[src/rtl/axil_apb_bridge_mc_if.sv]
// AXI4-Lite slave + multi-completer APB master bundle for axil_apb_bridge_mc.
// slave = bridge view, master = interconnect/peripheral view.
interface axil_apb_if #(
  parameter int DATA_W  = 32,
  parameter int ADDR_W  = 32,
  parameter int NUM_SLV = 4
);
  localparam int STRB_W = DATA_W / 8;

  logic [ADDR_W-1:0]         awaddr;
  logic [2:0]                awprot;
  logic                      awvalid;
  logic                      awready;
  logic [DATA_W-1:0]         wdata;
  logic [STRB_W-1:0]         wstrb;
  logic                      wvalid;
  logic                      wready;
  logic [1:0]                bresp;
  logic                      bvalid;
  logic                      bready;
  logic [ADDR_W-1:0]         araddr;
  logic [2:0]                arprot;
  logic                      arvalid;
  logic                      arready;
  logic [DATA_W-1:0]         rdata;
  logic [1:0]                rresp;
  logic                      rvalid;
  logic                      rready;

  logic [ADDR_W-1:0]         paddr;
  logic [2:0]                pprot;
  logic [NUM_SLV-1:0]        psel;
  logic                      penable;
  logic                      pwrite;
  logic [DATA_W-1:0]         pwdata;
  logic [STRB_W-1:0]         pstrb;
  logic [NUM_SLV*DATA_W-1:0] prdata;
  logic [NUM_SLV-1:0]        pready;
  logic [NUM_SLV-1:0]        pslverr;

  modport slave (
    input  awaddr, awprot, awvalid,
    output awready,
    input  wdata, wstrb, wvalid,
    output wready,
    output bresp, bvalid,
    input  bready,
    input  araddr, arprot, arvalid,
    output arready,
    output rdata, rresp, rvalid,
    input  rready,
    output paddr, pprot, psel, penable,
    output pwrite, pwdata, pstrb,
    input  prdata, pready, pslverr
  );

  modport master (
    output awaddr, awprot, awvalid,
    input  awready,
    output wdata, wstrb, wvalid,
    input  wready,
    input  bresp, bvalid,
    output bready,
    output araddr, arprot, arvalid,
    input  arready,
    input  rdata, rresp, rvalid,
    output rready,
    input  paddr, pprot, psel, penable,
    input  pwrite, pwdata, pstrb,
    output prdata, pready, pslverr
  );
endinterface

[src/rtl/axil_apb_bridge_mc.sv]
// AXI4-Lite to APB bridge with address decode over NUM_SLV completers,
// read/write round-robin, and PSLVERR / decode / timeout error mapping.
module axil_apb_bridge_mc #(
  parameter int                DATA_W        = 32,
  parameter int                ADDR_W        = 32,
  parameter int                NUM_SLV       = 4,
  parameter logic [ADDR_W-1:0] BASE_ADDR     = ADDR_W'(32'h4000_0000),
  parameter int                SLV_ADDR_BITS = 12,
  parameter int                TIMEOUT       = 16
) (
  input  logic       clk,
  input  logic       rst,
  axil_apb_if.slave  bus
);
  localparam int STRB_W = DATA_W / 8;
  localparam int IDX_W  = (NUM_SLV > 1) ? $clog2(NUM_SLV) : 1;
  localparam int CNT_W  = $clog2(TIMEOUT + 1);

  localparam logic [ADDR_W:0] SPAN =
    (ADDR_W+1)'(NUM_SLV) << SLV_ADDR_BITS;
  localparam logic [ADDR_W-1:0] OFF_MASK =
    ADDR_W'((64'd1 << SLV_ADDR_BITS) - 64'd1);

  localparam logic [1:0] S_IDLE   = 2'd0;
  localparam logic [1:0] S_SETUP  = 2'd1;
  localparam logic [1:0] S_ACCESS = 2'd2;
  localparam logic [1:0] S_RESP   = 2'd3;

  localparam logic [1:0] R_OKAY   = 2'b00;
  localparam logic [1:0] R_SLVERR = 2'b10;
  localparam logic [1:0] R_DECERR = 2'b11;

  logic [1:0]         r_state;
  logic               r_wr_first;
  logic               r_write;
  logic [ADDR_W-1:0]  r_paddr;
  logic [2:0]         r_pprot;
  logic [DATA_W-1:0]  r_pwdata;
  logic [STRB_W-1:0]  r_pstrb;
  logic [IDX_W-1:0]   r_idx;
  logic [NUM_SLV-1:0] r_psel;
  logic               r_penable;
  logic [CNT_W-1:0]   r_cnt;
  logic [1:0]         r_resp;
  logic [DATA_W-1:0]  r_rdata;
  logic               r_bvalid;
  logic               r_rvalid;

  logic               w_idle;
  logic               w_wr_cand;
  logic               w_rd_cand;
  logic               w_gnt_wr;
  logic               w_gnt_rd;
  logic [ADDR_W-1:0]  w_addr;
  logic [ADDR_W-1:0]  w_off;
  logic               w_hit;
  logic [IDX_W-1:0]   w_idx;
  logic [NUM_SLV-1:0] w_sel;
  logic               w_pready;
  logic               w_pslverr;
  logic [DATA_W-1:0]  w_prdata;
  logic               w_resp_hs;
  logic               w_timeout;

  // Readies are gated by rst so nothing is granted on a reset edge.
  assign w_idle    = (r_state == S_IDLE) && !rst;
  assign w_wr_cand = bus.awvalid && bus.wvalid;
  assign w_rd_cand = bus.arvalid;
  assign w_gnt_wr  = w_idle && w_wr_cand &&
                     (!w_rd_cand || r_wr_first);
  assign w_gnt_rd  = w_idle && w_rd_cand &&
                     (!w_wr_cand || !r_wr_first);

  assign w_addr = w_gnt_wr ? bus.awaddr : bus.araddr;
  assign w_off  = w_addr - BASE_ADDR;
  assign w_hit  = (w_addr >= BASE_ADDR) &&
                  ({1'b0, w_off} < SPAN);
  assign w_idx  = IDX_W'(w_off >> SLV_ADDR_BITS);
  assign w_sel  = NUM_SLV'(1) << w_idx;

  assign w_pready  = bus.pready[r_idx];
  assign w_pslverr = bus.pslverr[r_idx];
  assign w_prdata  = bus.prdata[r_idx*DATA_W +: DATA_W];
  assign w_timeout = (r_cnt == CNT_W'(TIMEOUT));
  assign w_resp_hs = r_write ? bus.bready : bus.rready;

  assign bus.awready = w_gnt_wr;
  assign bus.wready  = w_gnt_wr;
  assign bus.arready = w_gnt_rd;
  assign bus.bresp   = r_resp;
  assign bus.rresp   = r_resp;
  assign bus.bvalid  = r_bvalid;
  assign bus.rvalid  = r_rvalid;
  assign bus.rdata   = r_rdata;
  assign bus.paddr   = r_paddr;
  assign bus.pprot   = r_pprot;
  assign bus.psel    = r_psel;
  assign bus.penable = r_penable;
  assign bus.pwrite  = r_write;
  assign bus.pwdata  = r_pwdata;
  assign bus.pstrb   = r_pstrb;

  always_ff @(posedge clk) begin
    if (rst) begin
      r_state    <= S_IDLE;
      r_wr_first <= 1'b1;
      r_write    <= 1'b0;
      r_paddr    <= '0;
      r_pprot    <= '0;
      r_pwdata   <= '0;
      r_pstrb    <= '0;
      r_idx      <= '0;
      r_psel     <= '0;
      r_penable  <= 1'b0;
      r_cnt      <= '0;
      r_resp     <= R_OKAY;
      r_rdata    <= '0;
      r_bvalid   <= 1'b0;
      r_rvalid   <= 1'b0;
    end else begin
      unique case (r_state)
        S_IDLE: begin
          if (w_gnt_wr || w_gnt_rd) begin
            if (w_wr_cand && w_rd_cand)
              r_wr_first <= !r_wr_first;
            r_write <= w_gnt_wr;
            if (w_hit) begin
              r_paddr  <= w_off & OFF_MASK;
              r_pprot  <= w_gnt_wr ? bus.awprot : bus.arprot;
              r_pwdata <= w_gnt_wr ? bus.wdata : '0;
              r_pstrb  <= w_gnt_wr ? bus.wstrb : '0;
              r_idx    <= w_idx;
              r_psel   <= w_sel;
              r_state  <= S_SETUP;
            end else begin
              // Decode miss answers straight away, APB stays idle.
              r_resp   <= R_DECERR;
              if (w_gnt_rd)
                r_rdata <= '0;
              r_bvalid <= w_gnt_wr;
              r_rvalid <= w_gnt_rd;
              r_state  <= S_RESP;
            end
          end
        end
        S_SETUP: begin
          r_penable <= 1'b1;
          r_cnt     <= CNT_W'(1);
          r_state   <= S_ACCESS;
        end
        S_ACCESS: begin
          if (w_pready || w_timeout) begin
            if (w_pready) begin
              r_resp <= w_pslverr ? R_SLVERR : R_OKAY;
              if (!r_write)
                r_rdata <= w_prdata;
            end else begin
              r_resp <= R_SLVERR;
              if (!r_write)
                r_rdata <= '0;
            end
            r_psel    <= '0;
            r_penable <= 1'b0;
            r_bvalid  <= r_write;
            r_rvalid  <= !r_write;
            r_state   <= S_RESP;
          end else begin
            r_cnt <= r_cnt + CNT_W'(1);
          end
        end
        S_RESP: begin
          if (w_resp_hs) begin
            r_bvalid <= 1'b0;
            r_rvalid <= 1'b0;
            r_state  <= S_IDLE;
          end
        end
        default: r_state <= S_IDLE;
      endcase
    end
  end
endmodule

[src/flat_wrapper.sv]
// flat-port wrapper written by rule: the top's interface ports become plain ports
module axil_apb_bridge_mc_flat 
#(
  parameter int                DATA_W        = 32,
  parameter int                ADDR_W        = 32,
  parameter int                NUM_SLV       = 4,
  parameter logic [ADDR_W-1:0] BASE_ADDR     = ADDR_W'(32'h4000_0000),
  parameter int                SLV_ADDR_BITS = 12,
  parameter int                TIMEOUT       = 16
)
  (clk, rst, bus_awaddr, bus_awprot, bus_awvalid, bus_awready, bus_wdata, bus_wstrb, bus_wvalid, bus_wready, bus_bresp, bus_bvalid, bus_bready, bus_araddr, bus_arprot, bus_arvalid, bus_arready, bus_rdata, bus_rresp, bus_rvalid, bus_rready, bus_paddr, bus_pprot, bus_psel, bus_penable, bus_pwrite, bus_pwdata, bus_pstrb, bus_prdata, bus_pready, bus_pslverr);
  axil_apb_if #(.DATA_W(DATA_W), .ADDR_W(ADDR_W), .NUM_SLV(NUM_SLV)) bus_i ();
  input  logic clk;
  input  logic rst;
  input wire logic [$bits(bus_i.awaddr)-1:0] bus_awaddr;
  input wire logic [$bits(bus_i.awprot)-1:0] bus_awprot;
  input wire logic [$bits(bus_i.awvalid)-1:0] bus_awvalid;
  output wire logic [$bits(bus_i.awready)-1:0] bus_awready;
  input wire logic [$bits(bus_i.wdata)-1:0] bus_wdata;
  input wire logic [$bits(bus_i.wstrb)-1:0] bus_wstrb;
  input wire logic [$bits(bus_i.wvalid)-1:0] bus_wvalid;
  output wire logic [$bits(bus_i.wready)-1:0] bus_wready;
  output wire logic [$bits(bus_i.bresp)-1:0] bus_bresp;
  output wire logic [$bits(bus_i.bvalid)-1:0] bus_bvalid;
  input wire logic [$bits(bus_i.bready)-1:0] bus_bready;
  input wire logic [$bits(bus_i.araddr)-1:0] bus_araddr;
  input wire logic [$bits(bus_i.arprot)-1:0] bus_arprot;
  input wire logic [$bits(bus_i.arvalid)-1:0] bus_arvalid;
  output wire logic [$bits(bus_i.arready)-1:0] bus_arready;
  output wire logic [$bits(bus_i.rdata)-1:0] bus_rdata;
  output wire logic [$bits(bus_i.rresp)-1:0] bus_rresp;
  output wire logic [$bits(bus_i.rvalid)-1:0] bus_rvalid;
  input wire logic [$bits(bus_i.rready)-1:0] bus_rready;
  output wire logic [$bits(bus_i.paddr)-1:0] bus_paddr;
  output wire logic [$bits(bus_i.pprot)-1:0] bus_pprot;
  output wire logic [$bits(bus_i.psel)-1:0] bus_psel;
  output wire logic [$bits(bus_i.penable)-1:0] bus_penable;
  output wire logic [$bits(bus_i.pwrite)-1:0] bus_pwrite;
  output wire logic [$bits(bus_i.pwdata)-1:0] bus_pwdata;
  output wire logic [$bits(bus_i.pstrb)-1:0] bus_pstrb;
  input wire logic [$bits(bus_i.prdata)-1:0] bus_prdata;
  input wire logic [$bits(bus_i.pready)-1:0] bus_pready;
  input wire logic [$bits(bus_i.pslverr)-1:0] bus_pslverr;
  assign bus_i.awaddr = bus_awaddr;
  assign bus_i.awprot = bus_awprot;
  assign bus_i.awvalid = bus_awvalid;
  assign bus_awready = bus_i.awready;
  assign bus_i.wdata = bus_wdata;
  assign bus_i.wstrb = bus_wstrb;
  assign bus_i.wvalid = bus_wvalid;
  assign bus_wready = bus_i.wready;
  assign bus_bresp = bus_i.bresp;
  assign bus_bvalid = bus_i.bvalid;
  assign bus_i.bready = bus_bready;
  assign bus_i.araddr = bus_araddr;
  assign bus_i.arprot = bus_arprot;
  assign bus_i.arvalid = bus_arvalid;
  assign bus_arready = bus_i.arready;
  assign bus_rdata = bus_i.rdata;
  assign bus_rresp = bus_i.rresp;
  assign bus_rvalid = bus_i.rvalid;
  assign bus_i.rready = bus_rready;
  assign bus_paddr = bus_i.paddr;
  assign bus_pprot = bus_i.pprot;
  assign bus_psel = bus_i.psel;
  assign bus_penable = bus_i.penable;
  assign bus_pwrite = bus_i.pwrite;
  assign bus_pwdata = bus_i.pwdata;
  assign bus_pstrb = bus_i.pstrb;
  assign bus_i.prdata = bus_prdata;
  assign bus_i.pready = bus_pready;
  assign bus_i.pslverr = bus_pslverr;
  axil_apb_bridge_mc #(.DATA_W(DATA_W), .ADDR_W(ADDR_W), .NUM_SLV(NUM_SLV), .BASE_ADDR(BASE_ADDR), .SLV_ADDR_BITS(SLV_ADDR_BITS), .TIMEOUT(TIMEOUT)) u_core (.clk(clk), .rst(rst), .bus(bus_i));
endmodule
[config.mk]
export PLATFORM = sky130hd
export DESIGN_NAME = axil_apb_bridge_mc_flat
export DESIGN_NICKNAME = d
export VERILOG_FILES = /design/src/rtl/axil_apb_bridge_mc_if.sv /design/src/rtl/axil_apb_bridge_mc.sv /design/src/flat_wrapper.sv
export SDC_FILE = /design/constraint.sdc
export NUM_CORES = 1
export LEC_CHECK = 0
export ABC_AREA = 1
export CAP_MARGIN = 5
export CORE_AREA = 2 2 143 145
export CTS_BUF_LIST = sky130_fd_sc_hd__clkbuf_8
export DETAILED_ROUTE_END_ITERATION = 6
export DIE_AREA = 0 0 145 147
export PLACE_DENSITY = 0.77
export SYNTH_ARGS = -nofsm -noshare
export SYNTH_HDL_FRONTEND = slang
export SYNTH_SLANG_ARGS = --single-unit
[constraint.sdc]
create_clock -name clk -period 3 [get_ports clk]
set_clock_uncertainty 0.2 [all_clocks]
set_input_delay 0.6 -clock clk [delete_from_list [all_inputs] [get_ports clk]]
set_output_delay 0.6 -clock clk [all_outputs]
set_load 0.1 [all_outputs]
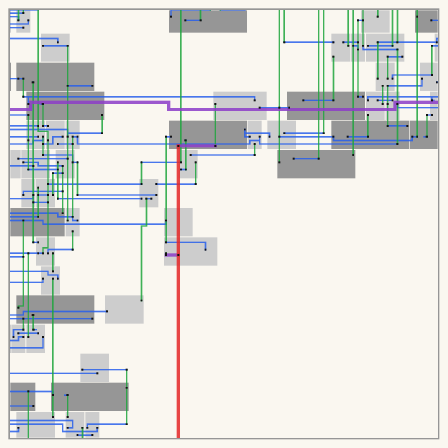
Fig. 1. Layout detail.
Window x 16 to 56, y 90 to 130 um. Cells in gray, sequential cells in the stronger gray; small squares are vias.
Green stands for met2. Red stands for met4. Purple stands for met3. Blue stands for met1.
Netlist names of flops here include `u_core.bus.pwdata` (8), `u_core.bus.pstrb` (2). Most frequent: dfxtp_1 (10), nand2_1 (9), a21oi_1 (8). 44 logic cells have their middle in the window. Sequential cells in the window: 10.

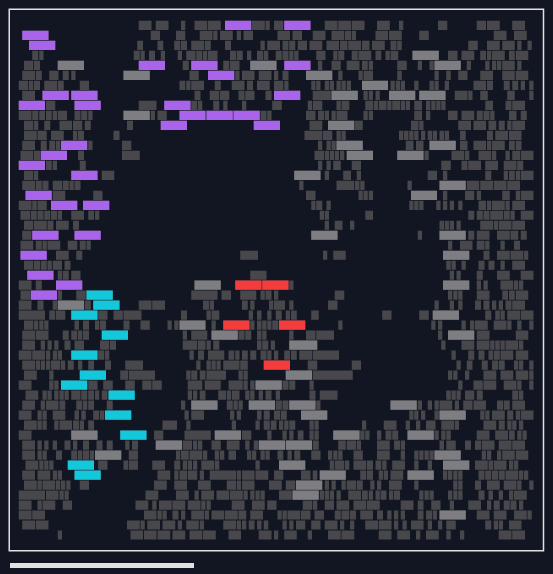
Fig. 2. Where the registers sit.
Scale bar: 50 um. Other sequential cells in the stronger gray, the rest of the logic in the fainter gray.
Red stands for `u_core.r_cnt`, placed flops 5, where center. Cyan stands for `u_core.bus.paddr`, placed flops 12. Purple stands for `u_core.bus.pwdata`, placed flops 32.
final core occ: 47.87%
reported sequential group power: 1640 uW
FF+latch area: 2063 um^2
fraction of area in registers: 21.72%

==> changes_impl.md <==
### Changed

- Biggest area cells: sky130_fd_sc_hd__dfxtp_1 (35%), sky130_fd_sc_hd__nand2_1 (13%), sky130_fd_sc_hd__nor2_1 (13%)
- Floorplan die area: 21320 um^2
- Min-Delay Startpoint: u_core.bus.pwdata[4]
- Worst path arrival time: 2010 ps
- Most numerous logic cell after layout: sky130_fd_sc_hd__clkdlybuf4s50_1
- HPWL reported at the end of detailed placement: 16350 um
- Setup TNS: 0 ps
- Post-synth regs: 103
- Worst Path Max Fanout: 12
- Area of the multi-input gates: 3222 um^2
- Cts-stage hold buffer count: 0
- Count of warnings emitted by yosys: 0
- Flop2flop setup slack: 450 ps
- Post-Synthesis Cells: 953
- Maximum vdd drop: 243.6 uV
- Number of nets with antenna violations after detailed routing: 0
- Worst hold endpoint: u_core.bus.pwdata[4]
- CP Launch Type: flip-flop
- Cell type of the slowest stage on the worst timing path: sky130_fd_sc_hd__dfxtp_1
- Top area contributor share: 35.10%
- Number of warnings in the stage logs: 31
- TritonCTS clock tree: built
- Max Freq: 0.3564 GHz
- Status: complete, no violations
- Root buf cell: sky130_fd_sc_hd__clkbuf_8
- Power per cell area: 605.3 nW/um^2
- Critical Path RT: 2200 ps
- Cell Type Count: 32
- Detailed-router iteration count before antenna repair: 5
- Post-CTS clock slew at the launch and capture registers of the worst setup and hold paths: 100 ps
- Total of buffers placed on input and output ports: 346
- Summed standard-cell area reported by yosys: 5874 um^2
- Final setup fails: 0
- Sequential element share of the synthesized area: 35.10%
- Category of the worst setup path capture point: output port
- Cell accounting for the most synthesized area: sky130_fd_sc_hd__dfxtp_1
- Horizontal extent of the die: 145 um
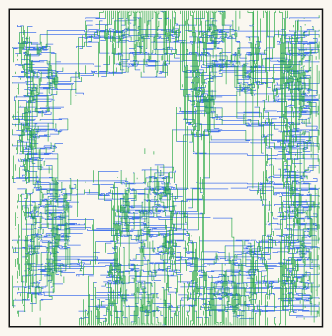
Fig. 3. Routed metal, one color a layer.
Only two layers are drawn.
Green stands for met2, wire length 10600 um. Blue stands for met1, wire length 8530 um.
Vias: 7077
DR WL/cell: 14.00 um
overall global routing resource usage: 19.77%
final WL: 21540 um

==> stage by stage <==
| stage | util (%) | instance area, um^2 | std cells | total power [uW] | worst slack [ps] |
|---|---|---|---|---|---|
| global placement | 46.87 | 9300 | 1523 | 4852 | 198.3 |
| global route | 47.87 | 9499 | 1538 | 6125 | 31.04 |
| CTS | 47.86 | 9497 | 1538 | 5810 | 84.93 |
| floorplan | - | 5953 | 972 | 4000 | 41.35 |
| finish | 47.87 | 9499 | 1538 | 5750 | 193.8 |
| detailed placement | 46.87 | 9300 | 1523 | 4898 | 122.7 |
==> cells by family (layout without fill, tap and decap cells) <==
| group | Yosys count | in the layout | synth area share (%) |
|---|---|---|---|
| AOI/OAI and AO/OA | 198 | 198 | 17.44 |
| xor gates and xnor gates | 1 | 1 | 0.1491 |
| adders and majority gates | 7 | 7 | 1.491 |
| buffers and inverters | 148 | 444 | 11.31 |
| DFF | 103 | 103 | 35.10 |
| other | 1 | 20 | 0.06384 |
| and+or+nand+nor | 495 | 495 | 34.44 |
==> report_power, final <==
part	internal (uW)	switching, uW	leakage [uW]
clock network	404	492	0.0000944
registers	1540	103	0.000837
logic	947	2270	0.00317
total	2890	2860	0.00410
==> sequential cells by signal (all words and copies together), names as in the netlist, 3 cells and up <==
signal / flops
u_core.bus.rdata: 32
u_core.bus.pstrb: 4
u_core.bus.paddr: 12
u_core.r_cnt: 5
u_core.bus.pprot: 3
u_core.bus.pwdata: 32
u_core.bus.psel: 4
==> cells in the mapped netlist, types with 4 or more instances <==
cell                       instances
sky130_fd_sc_hd__dfxtp_1         103
sky130_fd_sc_hd__o22ai_1          16
sky130_fd_sc_hd__nand2_1         211
sky130_fd_sc_hd__ha_1              7
sky130_fd_sc_hd__clkbuf_1         39
sky130_fd_sc_hd__o21ai_0          93
sky130_fd_sc_hd__nor2_1          204
sky130_fd_sc_hd__a21oi_1          84
sky130_fd_sc_hd__nand4_1          14
sky130_fd_sc_hd__buf_4            23
sky130_fd_sc_hd__nand3_1          49
sky130_fd_sc_hd__buf_2            18
sky130_fd_sc_hd__inv_2             4
sky130_fd_sc_hd__inv_1            58
==> worst max-delay path by stage <==
stage                            startpoint                  end  slack [ps]  depth (start not counted)
after floorplan           u_core.r_state[0]           bus_wready          40                          8
after global placement          bus_awvalid      u_core.r_idx[1]         200                         12
after detailed placement         bus_wvalid  u_core.bus.paddr[1]         120                         12
after CTS                 u_core.r_state[0]           bus_wready          80                          8
after global routing      u_core.r_state[1]           bus_wready          30                          8
final                     u_core.r_state[0]           bus_wready         190                          8
==> layout make-up <==
class,count,area share (%)
flip-flops and latches,103,21.72
clock buffers,10,1.449
inverters,65,2.568
multi-input cells,721,33.92
clock inverters,5,0.6191
repair buffers,364,36.17
well taps,270,3.556
==> critical path: cells and delay by family (launching register included) <==
kind / cells / cell delay, ps
adders and majority gates: 1 / 290
buffers and inverters: 5 / 690
DFF: 1 / 350
and+or+nand+nor: 2 / 300
==> layer usage <==
metal | wire [um] | GRT usage, % | share of wire (%)
met5 | 0 | 0 | 0
met3 | 1767 | 5.714 | 8.2
met4 | 609 | 7.376 | 2.8
met2 | 10630 | 35.62 | 49
met1 | 8525 | 22.16 | 40
Power is estimated from default activity; no workload was simulated.
